Fig. 1: run 1, clock nets
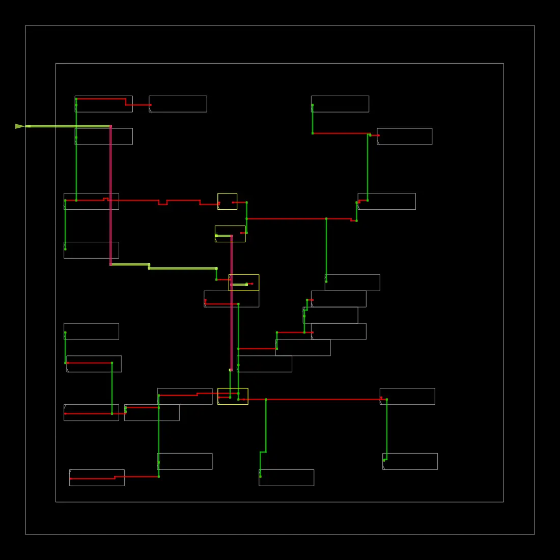
Fig. 2: run 1, placement density heat map
Drawn at 4 px/um. The die is cut into 9 by 9 equal tiles; black is low, pale yellow is high, 0 to 100% covered.
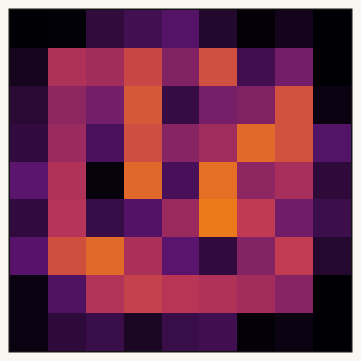
Fig. 3: run 1, signal wires by layer
Drawn at 3 px/um.
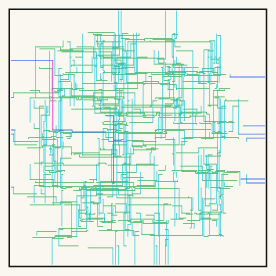
`config.mk`:
```
export PLATFORM = sky130hd
export DESIGN_NAME = gate_exerciser
export DESIGN_NICKNAME = d
export VERILOG_FILES = /design/src/rtl/gate_exerciser.sv
export SDC_FILE = /design/constraint.sdc
export NUM_CORES = 1
export LEC_CHECK = 0
export ABC_AREA = 1
export CELL_PAD_IN_SITES_DETAIL_PLACEMENT = 1
export CELL_PAD_IN_SITES_GLOBAL_PLACEMENT = 2
export CORE_MARGIN = 5
export CORE_UTILIZATION = 27
export CTS_CLUSTER_SIZE = 28
export DETAILED_ROUTE_END_ITERATION = 7
export GPL_TIMING_DRIVEN = 0
export PLACE_DENSITY_LB_ADDON = 0.1
export SETUP_SLACK_MARGIN = 0.02
export SYNTH_ARGS = -nofsm -noshare
export SYNTH_HDL_FRONTEND = slang
export SYNTH_SLANG_ARGS = --single-unit
```
`constraint.sdc`:
```
create_clock -name clk -period 1.6 [get_ports clk]
set_input_delay 0.32 -clock clk [delete_from_list [all_inputs] [get_ports clk]]
set_output_delay 0.32 -clock clk [all_outputs]
set_load 0.01 [all_outputs]
```
`src/rtl/gate_exerciser.sv`:
```
// gate_exerciser: sweeps all four {a,b} vectors onto a 2-input gate,
// checks gate_y against the selected function, reports pass/err/fail_vec.
// Ports: clk, rst_n, start, func_sel[2:0], gate_y in; gate_a, gate_b,
// busy, done, pass, err_count[ERR_W-1:0], fail_vec[3:0], cfg_err out.
module gate_exerciser #(
  parameter int SETTLE_CYCLES = 2,
  parameter int PASSES        = 1,
  parameter int ERR_W         = 8
) (
  input  logic             clk,
  input  logic             rst_n,
  input  logic             start,
  input  logic [2:0]       func_sel,
  output logic             gate_a,
  output logic             gate_b,
  input  logic             gate_y,
  output logic             busy,
  output logic             done,
  output logic             pass,
  output logic [ERR_W-1:0] err_count,
  output logic [3:0]       fail_vec,
  output logic             cfg_err
);

  typedef enum logic [1:0] {
    IDLE,
    APPLY,
    CHECK
  } state_t;

  localparam int SW = (SETTLE_CYCLES > 1) ? $clog2(SETTLE_CYCLES) : 1;
  localparam int PW = (PASSES > 1) ? $clog2(PASSES) : 1;
  localparam logic [SW-1:0] S_LAST = SW'(SETTLE_CYCLES - 1);
  localparam logic [PW-1:0] P_LAST = PW'(PASSES - 1);

  state_t           state, state_n;
  logic [1:0]       v, v_n;
  logic [SW-1:0]    scnt, scnt_n;
  logic [PW-1:0]    pcnt, pcnt_n;
  logic [2:0]       func, func_n;
  logic [ERR_W-1:0] err_n;
  logic [3:0]       fv_n;
  logic             pass_n, cfg_n, done_n;
  logic             a_n, b_n;
  logic             exp_y;

  assign busy = (state != IDLE);

  always_comb begin
    exp_y = 1'b0;
    case (func)
      3'b000:  exp_y = gate_a | gate_b;
      3'b001:  exp_y = gate_a & gate_b;
      3'b010:  exp_y = gate_a ^ gate_b;
      3'b011:  exp_y = ~(gate_a | gate_b);
      3'b100:  exp_y = ~(gate_a & gate_b);
      3'b101:  exp_y = ~(gate_a ^ gate_b);
      default: exp_y = 1'b0;
    endcase
  end

  always_comb begin
    state_n = state;
    v_n     = v;
    scnt_n  = scnt;
    pcnt_n  = pcnt;
    func_n  = func;
    err_n   = err_count;
    fv_n    = fail_vec;
    pass_n  = pass;
    cfg_n   = cfg_err;
    done_n  = 1'b0;
    case (state)
      IDLE: begin
        if (start) begin
          if (func_sel < 3'd6) begin
            func_n  = func_sel;
            err_n   = '0;
            fv_n    = '0;
            pass_n  = 1'b0;
            cfg_n   = 1'b0;
            v_n     = '0;
            pcnt_n  = '0;
            scnt_n  = '0;
            state_n = APPLY;
          end else begin
            cfg_n  = 1'b1;
            pass_n = 1'b0;
            done_n = 1'b1;
          end
        end
      end
      APPLY: begin
        if (scnt == S_LAST) begin
          scnt_n  = '0;
          state_n = CHECK;
        end else begin
          scnt_n = scnt + 1'b1;
        end
      end
      CHECK: begin
        if (gate_y != exp_y) begin
          if (err_count != '1) err_n = err_count + 1'b1;
          fv_n[v] = 1'b1;
        end
        if (v != 2'd3) begin
          v_n     = v + 2'd1;
          state_n = APPLY;
        end else if (pcnt != P_LAST) begin
          v_n     = '0;
          pcnt_n  = pcnt + 1'b1;
          state_n = APPLY;
        end else begin
          state_n = IDLE;
          done_n  = 1'b1;
          pass_n  = (err_n == '0);
        end
      end
      default: state_n = IDLE;
    endcase
    a_n = (state_n != IDLE) & v_n[1];
    b_n = (state_n != IDLE) & v_n[0];
  end

  always_ff @(posedge clk or negedge rst_n) begin
    if (!rst_n) begin
      state     <= IDLE;
      v         <= '0;
      scnt      <= '0;
      pcnt      <= '0;
      func      <= '0;
      err_count <= '0;
      fail_vec  <= '0;
      pass      <= 1'b0;
      cfg_err   <= 1'b0;
      done      <= 1'b0;
      gate_a    <= 1'b0;
      gate_b    <= 1'b0;
    end else begin
      state     <= state_n;
      v         <= v_n;
      scnt      <= scnt_n;
      pcnt      <= pcnt_n;
      func      <= func_n;
      err_count <= err_n;
      fail_vec  <= fv_n;
      pass      <= pass_n;
      cfg_err   <= cfg_n;
      done      <= done_n;
      gate_a    <= a_n;
      gate_b    <= b_n;
    end
  end

endmodule
```
==> impl_metrics.json, run 1 <==
{
  "power.net_switching_mw": 1.56,
  "seqPwrFrac": 0.283,
  "routed_wl_mm": 4.65,
  "met1_usage": 0.168,
  "cpPeakStageDelay_ns": 0.42,
  "io_buffer_count": 24,
  "p_clk_mw": 0.422,
  "clk_pin_slew_ns": 0.10,
  "pre_cts_ws_ns": -0.420,
  "power.share.clock": 0.125,
  "syn_area_mm2": 0.00153,
  "swShare": 0.464,
  "r2r.worst_path.cells": 15,
  "syn_area_per_cell_um2": 7.64,
  "die-width_um": 85.2,
  "synthFlopType": "dfrtp_1",
  "crit_top_cell": "nand2_1",
  "wl_per_cell_um": 14.8,
  "grtUsageMet2": 0.231,
  "vias_per_cell": 4.68,
  "leakage_nw": 1.07,
  "cp-end-kind": "flop",
  "clk_path_buf_depth": 2,
  "critPathRequiredTime_ns": 1.78,
  "grt-ovfl-total": 0,
  "antenna_cells": 0,
  "rows": 27,
  "antenna_found_initial": 0,
  "p_per_area_mw_per_mm2": 1540,
  "edf_count": 0,
  "dpl.hpwl_mm": 3.43,
  "reg2reg_setup_slack_ns": -0.33,
  "setup_viol": 15,
  "yosysWarnings": 0,
  "crit-reg2reg-launch": "gate_b",
  "synth_top_area_share": 0.410,
  "grt-busiest-layer": "met2",
  "rsz0062_at_grt": "true",
  "tritoncts": "yes",
  "drive_gt1_frac": 0.332,
  "period_used_share": 1.21,
  "drc_errors": 0,
  "power_mw": 3.37,
  "holdBufCountCts": 0,
  "fp_util": 0.277,
  "postSynthSeqShare": 0.410,
  "vias": 1466,
  "fp_nets": 210,
  "hold_viol_final": 0,
  "cp-start-kind": "flop",
  "slew_viol_final": 0,
  "async_reset_ff_frac": 1.00,
  "grtUsageMet3": 0.0155,
  "synth_cells": 200,
  "fin_crit_ns": 1.93,
  "synth-seq-cells": 25,
  "grt_max_degree": 26,
  "ioPinCount": 25,
  "crit_chain": "inv_2 -> ha_4 -> inv_1 -> nand2_1 -> nand3_2 -> nand2_4 -> o21ai_4 -> buf_12 -> nand3_2 -> nand2_2 -> inv_2 -> nand2_2 -> nor2_1 -> nand2_1 -> nand2_1",
  "hp-class": "primary input to asynchronous set/reset pin",
  "place.gp.congestion": 0.725,
  "area_leaders": "dfrtp_1 41%, nand2_1 13%, inv_1 6.4%, nand3_1 6.2%, nor2_1 3.7%",
  "synthDistinctLibCells": 28,
  "powerComb_mw": 1.99,
  "htree_levels": 1,
  "drv_cap": 0,
  "grt_pass1_wl_mm": 7.69,
  "timing.final.ws_setup_ns": -0.328,
  "area_delta_synth_final_pct": 42.8,
  "yosysTopAreaCell": "dfrtp_1",
  "combPwrFrac": 0.591,
  "path_class": "flop to flop",
  "yosys-stat-area_mm2": 0.00153,
  "drtIter0Drc": 24,
  "antenna_left": 0,
  "relSlewSlack": 0.220,
  "yosys_cells": 200,
  "tool_warnings": 30,
  "nets": 252,
  "cp.arrival_ns": 2.11,
  "grt_pass1_vias": 1576,
  "violations": "negative setup slack",
  "setup.worst_path.end": "pass",
  "pg_seq_mw": 0.954,
  "power-top-group": "combinational cells",
  "cp-startpoint": "gate_b",
  "fmax_ghz": 0.519,
  "outcome": "finished with violations",
  "clockRootBuffer": "clkbuf_8",
  "die_h_um": 85.2,
  "reg2reg_to": "pass",
  "critPathMaxFanout": 6,
  "core_area_mm2": 0.00551,
  "p_int_mw": 1.80,
  "worstMarginPinSlew_ns": 1.17,
  "grt_usage": 0.130,
  "dr.pass1.iters": 4,
  "die-area_mm2": 0.00726,
  "cp_slowest_cell": "dfrtp_1",
  "ir_worst_vdd_v": 0.000674
}
About Fig. 1:
insertion delay to the later sink of the worst-skew pair: 0.28 ns
Clock Buffer Count: 3
Max Clock Skew: 0.00344 ns
Num CTS Buffers: 3
Sink Count: 25

About Fig. 2:
The densest ninth of the die: centre. The emptiest ninth of the die: north-east. The mean over all tiles is 29%. 11% of the tiles are nearly empty. The fullest tile reaches 70%.

About Fig. 3:
M4: shown in magenta, wire length 45.6 um. M2: shown in cyan, wire length 2360 um. M3: shown in blue, wire length 87.3 um. M1: shown in green, wire length 2150 um.

run 1: placed cells by master, fill, tap and decap left out, drive strengths merged, types with 3 or more instances in the layout:
cell           Yosys  layout
nand2             60      60
o21ai             10      10
nand3             24      24
inv               34      36
dlygate4sd2        0       5
dfrtp             25      25
buf                0      13
dlymetal6s2s       0       3
a21oi              6       6
clkdlybuf4s50      0      16
nand4              4       4
ha                 3       3
nor2              19      19
clkbuf             0       3
o22ai              6       6
run 1: cells by family (layout without fill, tap and decap cells):
| logic type | count (synthesis) | after routing | synth area share |
|---|---|---|---|
| AND-OR/OR-AND | 26 | 26 | 0.106 |
| XOR/XNOR | 1 | 1 | 0.00573 |
| flip-flops | 25 | 25 | 0.410 |
| buffers and inverters | 35 | 76 | 0.0860 |
| adder cells (fa/ha/maj) | 3 | 3 | 0.0246 |
| AND/OR/NAND/NOR | 110 | 110 | 0.368 |
run 1: worst max-delay path: cells and delay by family, from the launching register on:
| family | cells | cell delay [ns] |
|---|---|---|
| AND/OR/NAND/NOR | 9 | 0.59 |
| flip-flops | 1 | 0.42 |
| buffers and inverters | 4 | 0.34 |
| AND-OR/OR-AND | 1 | 0.26 |
| adder cells (fa/ha/maj) | 1 | 0.20 |
run 1: worst min path at each step:
stage	end	slack, ns
finish	fail_vec[3]	0.26
global route	fail_vec[3]	0.37
CTS	cfg_err	0.51
detailed placement	cfg_err	0.49
global placement	cfg_err	0.47
floorplan	cfg_err	0.02
run 1: cell usage after synthesis, types with 3 or more instances:
cell type	count
o22ai_1	6
nor2_1	15
nand3_1	19
a21oi_1	6
nand2_4	3
nor2_4	3
o21ai_0	8
nand4_1	4
inv_1	26
dfrtp_1	25
nand2_1	53
nand3_2	4
inv_2	8
nand2_2	4
ha_1	3
run 1: state kept, by name (all words and copies together), names as in the netlist:
| register | cells |
|---|---|
| gate_a | 1 |
| v | 2 |
| done | 1 |
| pass | 1 |
| func | 3 |
| state | 2 |
| scnt | 1 |
| err_count | 8 |
| fail_vec | 4 |
| gate_b | 1 |
| cfg_err | 1 |
run 1: final cells by class:
| class | instances | area [um^2] |
|---|---|---|
| Multi-Input combinational cell | 140 | 912 |
| Fill cell | 677 | 3330 |
| Sequential cell | 25 | 632 |
| Clock buffer | 3 | 41.3 |
| Tap cell | 72 | 90.1 |
| Inverter | 35 | 134 |
| Timing Repair Buffer | 37 | 363 |
| Clock inverter | 1 | 8.76 |
run 1: through the flow:
stage          utilization  setup TNS (ns)  instance area, um^2  hold slack, ns  instances
2_1_floorplan            -          -0.887                 1530          0.0244        200
3_3_place_gp         0.337           -8.62                 1860           0.471        296
3_5_place_dp         0.337           -9.58                 1860           0.490        296
4_1_cts              0.368           -3.28                 2030           0.515        313
5_1_grt              0.396           -4.99                 2180           0.366        313
6_report             0.396           -3.06                 2180           0.261        313
run 1: per-layer routing:
metal	wire [um]	up-vias
met5	0	-
met2	2360	14
met1	2150	716
met3	87	5
met4	45	0
li1	-	731
run 1: what timing repair did:
item                                    4_1_cts  5_1_grt
buffers inserted                             13        0
resized                                      15       42
pin swaps                                     9       16
endpoints found under the setup margin       24       45
## Run 2: what changed since run 1
Settings changed: CAP_MARGIN from default to 20, CTS_CLUSTER_SIZE 28 to 30.
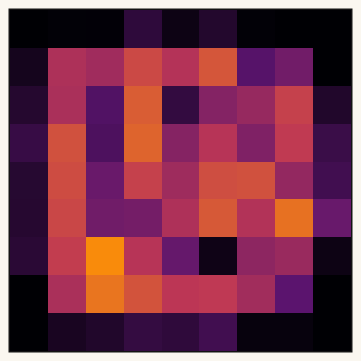
Fig. 4. Placement density heat map (run 2).
Drawn at 4 px/um. The die is cut into 9 by 9 equal tiles; black is low, pale yellow is high, 0 to 100% covered.
14% of the tiles are nearly empty. The densest ninth of the die: centre. The mean over all tiles is 30%. The fullest tile reaches 75%.

==> run 2 against run 1 <==
Against the previous run:
- the run still ends with negative setup slack left
- routed wire length up 2.8%
- clock power shrank 5.5%
- setup slack better by 0.033 ns
==> impl_metrics.json, run 2 <==
{
  "path_class": "flop to flop",
  "fmax_ghz": 0.528,
  "hold_viol_final": 0,
  "clk_path_buf_depth": 2,
  "wl_per_cell_um": 15.0,
  "tritoncts": "yes",
  "edf_count": 0,
  "fin_skew_ns": 0.00768,
  "clock_sinks": 25,
  "numCtsBuffers": 3,
  "fin_crit_ns": 1.90,
  "setup_viol": 13,
  "die_h_um": 85.2,
  "critPathRequiredTime_ns": 1.78,
  "leakage_nw": 1.10,
  "synth_top_area_share": 0.410,
  "r2r.worst_path.cells": 15,
  "grt_usage": 0.134,
  "area_leaders": "dfrtp_1 41%, nand2_1 13%, inv_1 6.4%, nand3_1 6.2%, nor2_1 3.7%",
  "drive_gt1_frac": 0.385,
  "fp_nets": 210,
  "antenna_left": 0,
  "cp-start-kind": "flop",
  "syn_area_per_cell_um2": 7.64,
  "synth-seq-cells": 25,
  "yosysWarnings": 0,
  "clk_pin_slew_ns": 0.10,
  "die-width_um": 85.2,
  "fp_util": 0.277,
  "largest-register": "err_count",
  "vias_per_cell": 4.75,
  "common_cells": "53 x nand2_1, 26 x inv_1, 25 x dfrtp_1",
  "reg2reg_setup_slack_ns": -0.30,
  "async_reset_ff_frac": 1.00,
  "synth_cells": 200,
  "outcome": "finished with violations",
  "pre_cts_ws_ns": -0.438,
  "ir_worst_vdd_v": 0.000580,
  "io_buffer_count": 24,
  "yosysTopAreaCell": "dfrtp_1",
  "vias": 1515,
  "holdBufCountCts": 0,
  "ioPinCount": 25,
  "routed_wl_mm": 4.78,
  "crit-reg2reg-launch": "gate_a",
  "reg2reg_to": "pass",
  "final_cell_mix": "40 x nand2_1, 22 x inv_1, 18 x dfrtp_1, 16 x nand2_2, 16 x buf_4",
  "insertion_delay_ns": 0.28,
  "place_inst": 297,
  "worstMarginPinSlew_ns": 0.608,
  "layout_top_cell": "nand2_1",
  "syn_area_mm2": 0.00153,
  "synthFlopType": "dfrtp_1",
  "yosys_cells": 200,
  "synthDistinctLibCells": 28,
  "tool_warnings": 30,
  "dpl.hpwl_mm": 3.49,
  "slew_viol_final": 0,
  "rows": 27,
  "htree_levels": 1,
  "drtIter0Drc": 33,
  "rsz0062_at_grt": "true",
  "violations": "negative setup slack",
  "grt_max_degree": 16,
  "die-area_mm2": 0.00726,
  "clockRootBuffer": "clkbuf_8",
  "postSynthSeqShare": 0.410,
  "place.gp.congestion": 0.725,
  "relSlewSlack": 0.594,
  "p_per_area_mw_per_mm2": 1490,
  "drc_errors": 0,
  "grt_pass1_vias": 1660,
  "area_delta_synth_final_pct": 47.6,
  "cp-end-kind": "flop",
  "critPathMaxFanout": 6,
  "dr.pass1.iters": 4,
  "nets": 258,
  "final-instance-count-excl-fill": 319,
  "timing.final.ws_setup_ns": -0.295,
  "yosysMostFrequentCell": "nand2_1",
  "antenna_cells": 0,
  "cp.arrival_ns": 2.07,
  "antenna_found_initial": 0,
  "reg.largest.list": "err_count: 8 flops, fail_vec: 4 flops, func: 3 flops",
  "period_used_share": 1.18,
  "hp-class": "primary input to asynchronous set/reset pin",
  "grt_pass1_wl_mm": 7.80,
  "yosys-stat-area_mm2": 0.00153,
  "largest_register_ffs": 8,
  "core_area_mm2": 0.00551,
  "grt-ovfl-total": 0,
  "drv_cap": 0
}
## run 2: layer usage
metal	vias to the layer above	GRT usage	wire length, um
li1	739	-	-
met1	749	0.169	2160
met2	20	0.237	2450
met3	7	0.0233	108
met4	0	0.0331	62
met5	-	0	0
## run 2: per-stage QoR
step	hold slack, ns	total power [mW]	util	setup TNS [ns]	cell area (um^2)
3_3_place_gp	0.471	2.46	0.337	-8.62	1860
4_1_cts	0.427	3.10	0.375	-2.69	2060
5_1_grt	0.443	3.62	0.409	-3.80	2250
6_report	0.411	3.36	0.409	-2.23	2250
2_1_floorplan	0.0244	1.97	-	-0.887	1530
3_5_place_dp	0.488	2.54	0.342	-4.85	1890
## run 2: worst max path at each step
stage | from | end | slack, ns
after floorplan | gate_a | pass | -0.14
after global placement | gate_a | pass | -0.37
after detailed placement | gate_a | pass | -0.44
after CTS | gate_b | pass | -0.34
after global routing | gate_a | pass | -0.42
final | gate_a | pass | -0.30
## run 2: logic make-up after synthesis
logic type,count (synthesis),synth area share
buf+inv,35,0.0860
compound gates,26,0.106
fa+ha+maj,3,0.0246
xor+xnor,1,0.00573
simple gates,110,0.368
flops,25,0.410
## run 2: final cells by class
type	instances	area [um^2]
clock inverters	1	5.00
fillers	674	3250
well taps	72	90.1
clock buffers	3	41.3
flip-flops and latches	25	634
inverters	35	134
multi-input cells	140	926
repair buffers	43	424
## run 2: critical path: stages (launching register included)
cell and delay, ns:
dfrtp_1 0.42, inv_2 0.08, ha_4 0.19, inv_1 0.05, nand2_1 0.06, nand3_2 0.09
nand2_4 0.07, o21ai_4 0.24, buf_12 0.17, nand3_4 0.07, nand2_4 0.09, nor2_2 0.03
nand2_1 0.07, nor2_2 0.04, nand2_1 0.06, nand2_1 0.04
## run 2: report_power, final
group,switching (mW),internal [mW]
logic,1.20,0.806
registers,0.139,0.814
clock network,0.224,0.175
## run 2: repair_timing
| item | CTS | global route |
|---|---|---|
| endpoints found under the setup margin | 24 | 20 |
| pin swaps | 8 | 20 |
| gates resized | 18 | 47 |
| endpoints found under the hold margin | 0 | 0 |
| setup buffers | 15 | 3 |
Power and IR drop assume default switching activity.
